`src/rtl/key_search_arbiter_if.sv`:
```
// Handshake bundle between the key-search arbiter and its controller/cores.
// The arbiter is the slave side; the controller or testbench drives the master side.
interface key_search_arbiter_if #(
  parameter int CNT_W = 32
);
  logic             start;
  logic [3:0]       core_done;
  logic [3:0]       core_found;
  logic [3:0]       core_start;
  logic             core_stop;
  logic [3:0]       success_state;
  logic             search_done;
  logic             search_fail;
  logic             busy;
  logic [CNT_W-1:0] cycle_count;

  modport master (
    output start, core_done, core_found,
    input  core_start, core_stop, success_state, search_done, search_fail, busy, cycle_count
  );

  modport slave (
    input  start, core_done, core_found,
    output core_start, core_stop, success_state, search_done, search_fail, busy, cycle_count
  );
endinterface

```
`src/rtl/key_search_arbiter.sv`:
```
// Launches four RC4 key-search cores, latches the lowest-index winner one-hot and stops the rest.
// All outputs registered: results appear the cycle after the deciding SEARCH cycle; start only honoured in IDLE/DONE.
module key_search_arbiter #(
  parameter int CNT_W   = 32,
  parameter int TIMEOUT = 0
) (
  input logic               clk,
  input logic               rst_n,
  key_search_arbiter_if.slave bus
);

  typedef enum logic [2:0] {
    IDLE   = 3'd0,
    LAUNCH = 3'd1,
    ARM    = 3'd2,
    SEARCH = 3'd3,
    DONE   = 3'd4
  } state_t;

  localparam logic [CNT_W-1:0] TO_LAST = CNT_W'(TIMEOUT - 1);

  state_t           state_q, state_d;
  logic [3:0]       start_q, start_d;
  logic             stop_q, stop_d;
  logic [3:0]       succ_q, succ_d;
  logic             done_q, done_d;
  logic             fail_q, fail_d;
  logic             busy_q, busy_d;
  logic [CNT_W-1:0] cnt_q, cnt_d;
  logic [3:0]       hit;
  logic             timed_out;

  always_ff @(posedge clk or negedge rst_n) begin
    if (!rst_n) begin
      state_q <= IDLE;
      start_q <= '0;
      stop_q  <= 1'b0;
      succ_q  <= '0;
      done_q  <= 1'b0;
      fail_q  <= 1'b0;
      busy_q  <= 1'b0;
      cnt_q   <= '0;
    end else begin
      state_q <= state_d;
      start_q <= start_d;
      stop_q  <= stop_d;
      succ_q  <= succ_d;
      done_q  <= done_d;
      fail_q  <= fail_d;
      busy_q  <= busy_d;
      cnt_q   <= cnt_d;
    end
  end

  always_comb begin
    state_d   = state_q;
    start_d   = '0;
    stop_d    = stop_q;
    succ_d    = succ_q;
    done_d    = done_q;
    fail_d    = fail_q;
    cnt_d     = cnt_q;
    hit       = bus.core_done & bus.core_found;
    timed_out = (TIMEOUT != 0) && (cnt_q == TO_LAST);

    case (state_q)
      IDLE:   if (bus.start) state_d = LAUNCH;
      LAUNCH: state_d = ARM;
      // Cores may still show done from the previous run here, so nothing is sampled.
      ARM:    state_d = SEARCH;
      SEARCH: begin
        if (cnt_q != '1) cnt_d = cnt_q + CNT_W'(1);
        if (hit != 4'b0000) begin
          // Isolate the lowest set bit so simultaneous hits resolve to one winner.
          succ_d  = hit & (~hit + 4'd1);
          stop_d  = 1'b1;
          done_d  = 1'b1;
          state_d = DONE;
        end else if (bus.core_done == 4'b1111 || timed_out) begin
          fail_d  = 1'b1;
          stop_d  = 1'b1;
          done_d  = 1'b1;
          state_d = DONE;
        end
      end
      DONE:    if (bus.start) state_d = LAUNCH;
      default: state_d = IDLE;
    endcase

    // Results are wiped as LAUNCH is entered so they read zero during the launch pulse.
    if (state_d == LAUNCH) begin
      start_d = 4'b1111;
      stop_d  = 1'b0;
      succ_d  = '0;
      done_d  = 1'b0;
      fail_d  = 1'b0;
      cnt_d   = '0;
    end
    busy_d = (state_d == LAUNCH) || (state_d == ARM) || (state_d == SEARCH);
  end

  assign bus.core_start    = start_q;
  assign bus.core_stop     = stop_q;
  assign bus.success_state = succ_q;
  assign bus.search_done   = done_q;
  assign bus.search_fail   = fail_q;
  assign bus.busy          = busy_q;
  assign bus.cycle_count   = cnt_q;

endmodule

```
`src/flat_wrapper.sv`:
```
// flat-port wrapper written by rule: the top's interface ports become plain ports
module key_search_arbiter_flat 
#(
  parameter int CNT_W   = 32,
  parameter int TIMEOUT = 0
)
  (clk, rst_n, bus_start, bus_core_done, bus_core_found, bus_core_start, bus_core_stop, bus_success_state, bus_search_done, bus_search_fail, bus_busy, bus_cycle_count);
  key_search_arbiter_if #(.CNT_W(CNT_W)) bus_i ();
  input logic clk;
  input logic rst_n;
  input wire logic [$bits(bus_i.start)-1:0] bus_start;
  input wire logic [$bits(bus_i.core_done)-1:0] bus_core_done;
  input wire logic [$bits(bus_i.core_found)-1:0] bus_core_found;
  output wire logic [$bits(bus_i.core_start)-1:0] bus_core_start;
  output wire logic [$bits(bus_i.core_stop)-1:0] bus_core_stop;
  output wire logic [$bits(bus_i.success_state)-1:0] bus_success_state;
  output wire logic [$bits(bus_i.search_done)-1:0] bus_search_done;
  output wire logic [$bits(bus_i.search_fail)-1:0] bus_search_fail;
  output wire logic [$bits(bus_i.busy)-1:0] bus_busy;
  output wire logic [$bits(bus_i.cycle_count)-1:0] bus_cycle_count;
  assign bus_i.start = bus_start;
  assign bus_i.core_done = bus_core_done;
  assign bus_i.core_found = bus_core_found;
  assign bus_core_start = bus_i.core_start;
  assign bus_core_stop = bus_i.core_stop;
  assign bus_success_state = bus_i.success_state;
  assign bus_search_done = bus_i.search_done;
  assign bus_search_fail = bus_i.search_fail;
  assign bus_busy = bus_i.busy;
  assign bus_cycle_count = bus_i.cycle_count;
  key_search_arbiter #(.CNT_W(CNT_W), .TIMEOUT(TIMEOUT)) u_core (.clk(clk), .rst_n(rst_n), .bus(bus_i));
endmodule
```
`config.mk`:
```
export PLATFORM = sky130hd
export DESIGN_NAME = key_search_arbiter_flat
export DESIGN_NICKNAME = d
export VERILOG_FILES = /design/src/rtl/key_search_arbiter_if.sv /design/src/rtl/key_search_arbiter.sv /design/src/flat_wrapper.sv
export SDC_FILE = /design/constraint.sdc
export NUM_CORES = 1
export LEC_CHECK = 0
export CELL_PAD_IN_SITES_DETAIL_PLACEMENT = 1
export CELL_PAD_IN_SITES_GLOBAL_PLACEMENT = 2
export CORE_ASPECT_RATIO = 0.8
export CORE_MARGIN = 2
export CORE_UTILIZATION = 33
export CTS_CLUSTER_SIZE = 28
export DETAILED_ROUTE_END_ITERATION = 10
export PLACE_DENSITY_LB_ADDON = 0.1
export SLEW_MARGIN = 20
export SYNTH_ARGS = -nofsm -noshare
export SYNTH_HDL_FRONTEND = slang
export SYNTH_SLANG_ARGS = --single-unit
```
`constraint.sdc`:
```
create_clock -name clk -period 3.1 [get_ports clk]
set_input_delay 0.62 -clock clk [delete_from_list [all_inputs] [get_ports clk]]
set_output_delay 0.62 -clock clk [all_outputs]
set_load 0.03 [all_outputs]
```
**Cell density map**

10 x 8 tiles, from black (low) to pale yellow (high), 0 to 100% covered.
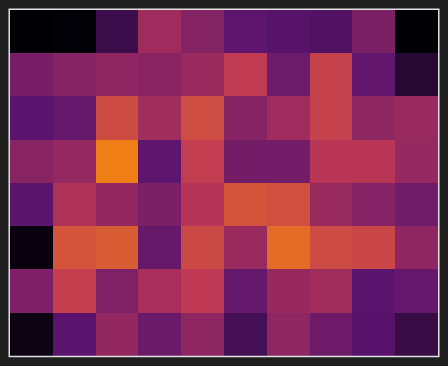
3.7% of the tiles are nearly empty. The emptiest ninth of the die: north-west. The fullest tile reaches 71%. The mean over all tiles is 36%.
utilization after layout: 0.424
Std-Cell Core Area: 7360 sq um

**Sizing map**

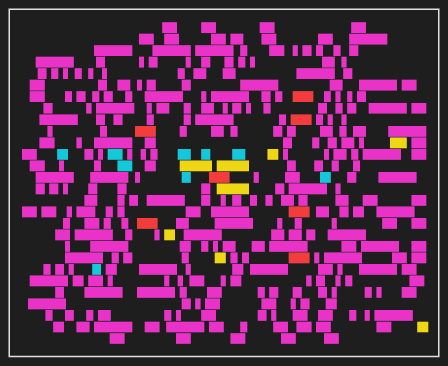
Key: drive 3 to 4 = yellow [cells 8, most used buf_4]; drive 6 and up = red [cells 7, most used clkbuf_8]; drive 1 or less = magenta [cells 295, most used clkdlybuf4s50_1]; drive 2 = cyan [cells 9]

**Congestion heat map**

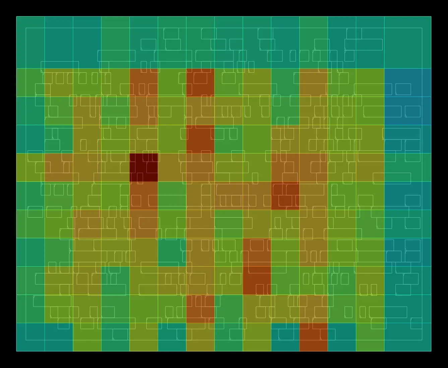
busiest metal layer after global routing: met1
overall track demand over capacity in global routing: 0.185
met2 Track Usage GR: 0.274

**Cell classes on the final placement**

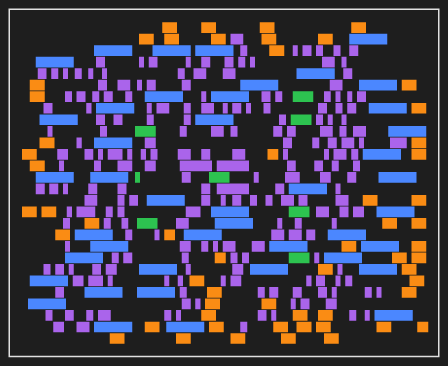
Key: other buffers and delay cells = orange [cells 57, share of their area 19%]; flip-flops = blue [cells 43, share of their area 36%]; clock drivers and dummy loads = green [cells 8, share of their area 3.3%]; all other logic = purple [cells 211, share of their area 42%]

cell families (layout without fill, tap and decap cells):
| logic type | Yosys count | after routing | synth area share |
|---|---|---|---|
| compound gates | 77 | 77 | 0.207 |
| xor+xnor | 4 | 4 | 0.0141 |
| fa+ha+maj | 1 | 1 | 0.00502 |
| buf+inv | 28 | 73 | 0.0688 |
| flops | 43 | 43 | 0.432 |
| mux | 2 | 2 | 0.00804 |
| simple gates | 119 | 119 | 0.265 |
routing by layer:
| layer | global-route usage | wire [um] |
|---|---|---|
| met4 | 0.0486 | 79 |
| met3 | 0.0323 | 247 |
| met5 | 0 | 0 |
| met1 | 0.279 | 3810 |
| met2 | 0.274 | 3090 |
==> PnR_summary.wiki <==
== Run summary ==
{| class="wikitable"
! Metric !! Value
|-
| Status || finished clean
|-
| Standard cell area after detailed placement || ~3000 sq um
|-
| Mapped cell area || ~2500 sq um
|-
| Chip area || roughly 8300 sq um
|-
| Sequential Power Share || 0.355
|-
| Mean Syn Cell Area || slightly above 9 sq um
|-
| Area share of buffers outside the clock network || 0.180
|-
| Routed vias/inst || roughly 5.6
|-
| Final hold violation count || 0
|-
| Number of max-cap violations || 0
|-
| Switching part of the total || 0.450
|-
| Non-filler cells in the finished layout || 409
|-
| TritonCTS Buffers || 5
|-
| Die height || between 80 and 90 um
|-
| Signal arrival time at the worst endpoint || around 2.8 ns
|-
| Worst skew pair latency || between 0.3 and 0.4 ns
|-
| Via count || approximately 2300
|-
| Largest net degree at the start of global routing || about 44
|-
| Slew Viols, Final || 0
|-
| OpenROAD warning count || 26
|-
| Crit path DRT || roughly 3.3 ns
|-
| Number of sequential storage elements || about 43
|-
| Highest-count logic cell in the final layout || sky130_fd_sc_hd__clkdlybuf4s50_1
|-
| Reg2Reg Launch Point || u_core.bus.cycle_count[0]$_DFFE_PN0P_
|-
| Slowest CP cell || sky130_fd_sc_hd__nor4_4
|-
| Slowest Stage Delay on Critical Path || 0.56 ns
|-
| Minimum setup slack among reg-to-reg paths || 0.55 ns
|-
| Clock group total power || ~0.4 mW
|-
| Yosys stat cell total || ~270
|-
| Power of the sequential group || 0.823 mW
|-
| Leading cell types by count after synthesis || sky130_fd_sc_hd__dfrtp_1 (43), sky130_fd_sc_hd__nand2_1 (33), sky130_fd_sc_hd__a31oi_1 (22)
|-
| ClkCell Share || 0.0321
|-
| Root Driver || sky130_fd_sc_hd__clkbuf_8
|-
| Placed Instances || around 400
|-
| Multi-input logic cell count || between 200 and 250
|-
| Worst hold slack || slightly above 0.3 ns
|-
| Number of hold buffers added after CTS || 0
|-
| Proportion of power drawn by the clock network || 0.176
|-
| Highest achievable clock rate || 392 MHz
|-
| Buffer and inverter count on the worst path || 0
|-
| Max-area cell share || 0.432
|-
| Worst setup slack after layout || 0.550 ns
|-
| HPWL after detailed placement || just over 5000 um
|-
| Cell with the most instances after synthesis || sky130_fd_sc_hd__dfrtp_1
|-
| Critical path depth || 6
|-
| FF/Latch Area || between 1000 and 1500 sq um
|-
| Worst-path fanout max || 17
|-
| Post-synthesis instance total || roughly 270
|-
| Port bufs || roughly 54
|-
| Cell-by-cell trace of the critical path || ha_1 > nand3_2 > nor4_4 > a31o_2 > nand2_2 > o211ai_1
|-
| Fraction of layout instances using a drive strength above 1 || 0.0752
|-
| Die Width || roughly 100 um
|-
| Count of unique library cells instantiated by Yosys || approximately 53
|-
| Non-clock inverters || 8
|-
| Layout net count || ~330
|-
| Initial cell density of the core || 0.338
|-
| Top-level I/O count || ~55
|-
| Final Cell Area || approximately 3100 sq um
|-
| Biggest area consumer among cell classes || multi-input combinational cells
|-
| Biggest consumer || combinational cells
|-
| First-pass GRT wire length || around 12000 um
|-
| Fill cell count || approximately 850
|-
| Mapped Nets || ~290
|-
| Switching Power || 1.04 mW
|-
| Pin slew with the least headroom to its limit || about 1.1 ns
|-
| DRC errors left || 0
|-
| Initial detailed-routing violation count || 82
|-
| Tap cell instance count || 90
|-
| Flop and latch count out of synthesis || roughly 43
|-
| Number of global-route vias before repair || around 2300
|-
| Leakage Power || 1.22 nW
|-
| Count of library flops with an enable pin || 0
|-
| Number of instances resized during post-cts repair || 0
|-
| Final setup viols || 0
|-
| Logic power comb || about 1.1 mW
|-
| Maximum clock skew at final layout || 0.00945 ns
|-
| Fraction of area in multi-input gates || 0.398
|-
| PnR Total Power || between 2 and 2.5 mW
|-
| Detailed Route WL || about 7200 um
|-
| Startpoint of the most critical setup path || u_core.bus.cycle_count[0]$_DFFE_PN0P_
|-
| Clock buffer count in the final layout || 8
|-
| Min cycle time layout || approximately 2.5 ns
|-
| Detailed Routing Iterations Pass 1 || 4
|-
| Endpoint class of the critical path || flip-flop
|-
| Dominant register cell in the synthesized netlist || sky130_fd_sc_hd__dfrtp_1
|-
| Share of async-settable or async-resettable flops after synthesis || 1.00
|-
| Class of the tightest hold or removal check || input port to async pin
|-
| Maximum vdd drop || 0.000329 V
|-
| Final Cycle Share || 0.822
|-
| Antenna Violating Nets Remaining || 0
|-
| Number of antenna cells inserted || 0
|-
| Yosys warnings || 0
|-
| P&R area growth vs syn || 25.4%
|-
| Count of H-tree levels built during CTS || 2
|-
| Sort of element at the start of the critical path || flip-flop
|-
| Capture instance of the worst register-to-register path || u_core.bus.cycle_count[31]$_DFFE_PN0P_
|-
| Register area share after synthesis || 0.432
|-
| Count of non-CTS buffers in the layout || between 50 and 60
|-
| Power per cell area || between 700 and 800 nW/um^2
|-
| Clock transition at path regs || around 0.08 ns
|-
| Critical path capture point || u_core.bus.cycle_count[31]$_DFFE_PN0P_
|-
| Combinational cell area excluding buffers and inverters || 1240 sq um
|-
| Number of antenna violations at the first check in global routing || 0
|-
| Total global routing overflow || 0
|-
| CTS tree || built
|-
| Worst Setup Path Type || flip-flop to flip-flop
|-
| Cell type contributing the most total cell area after synthesis || sky130_fd_sc_hd__dfrtp_1
|}
Power is estimated from default activity; no workload was simulated.
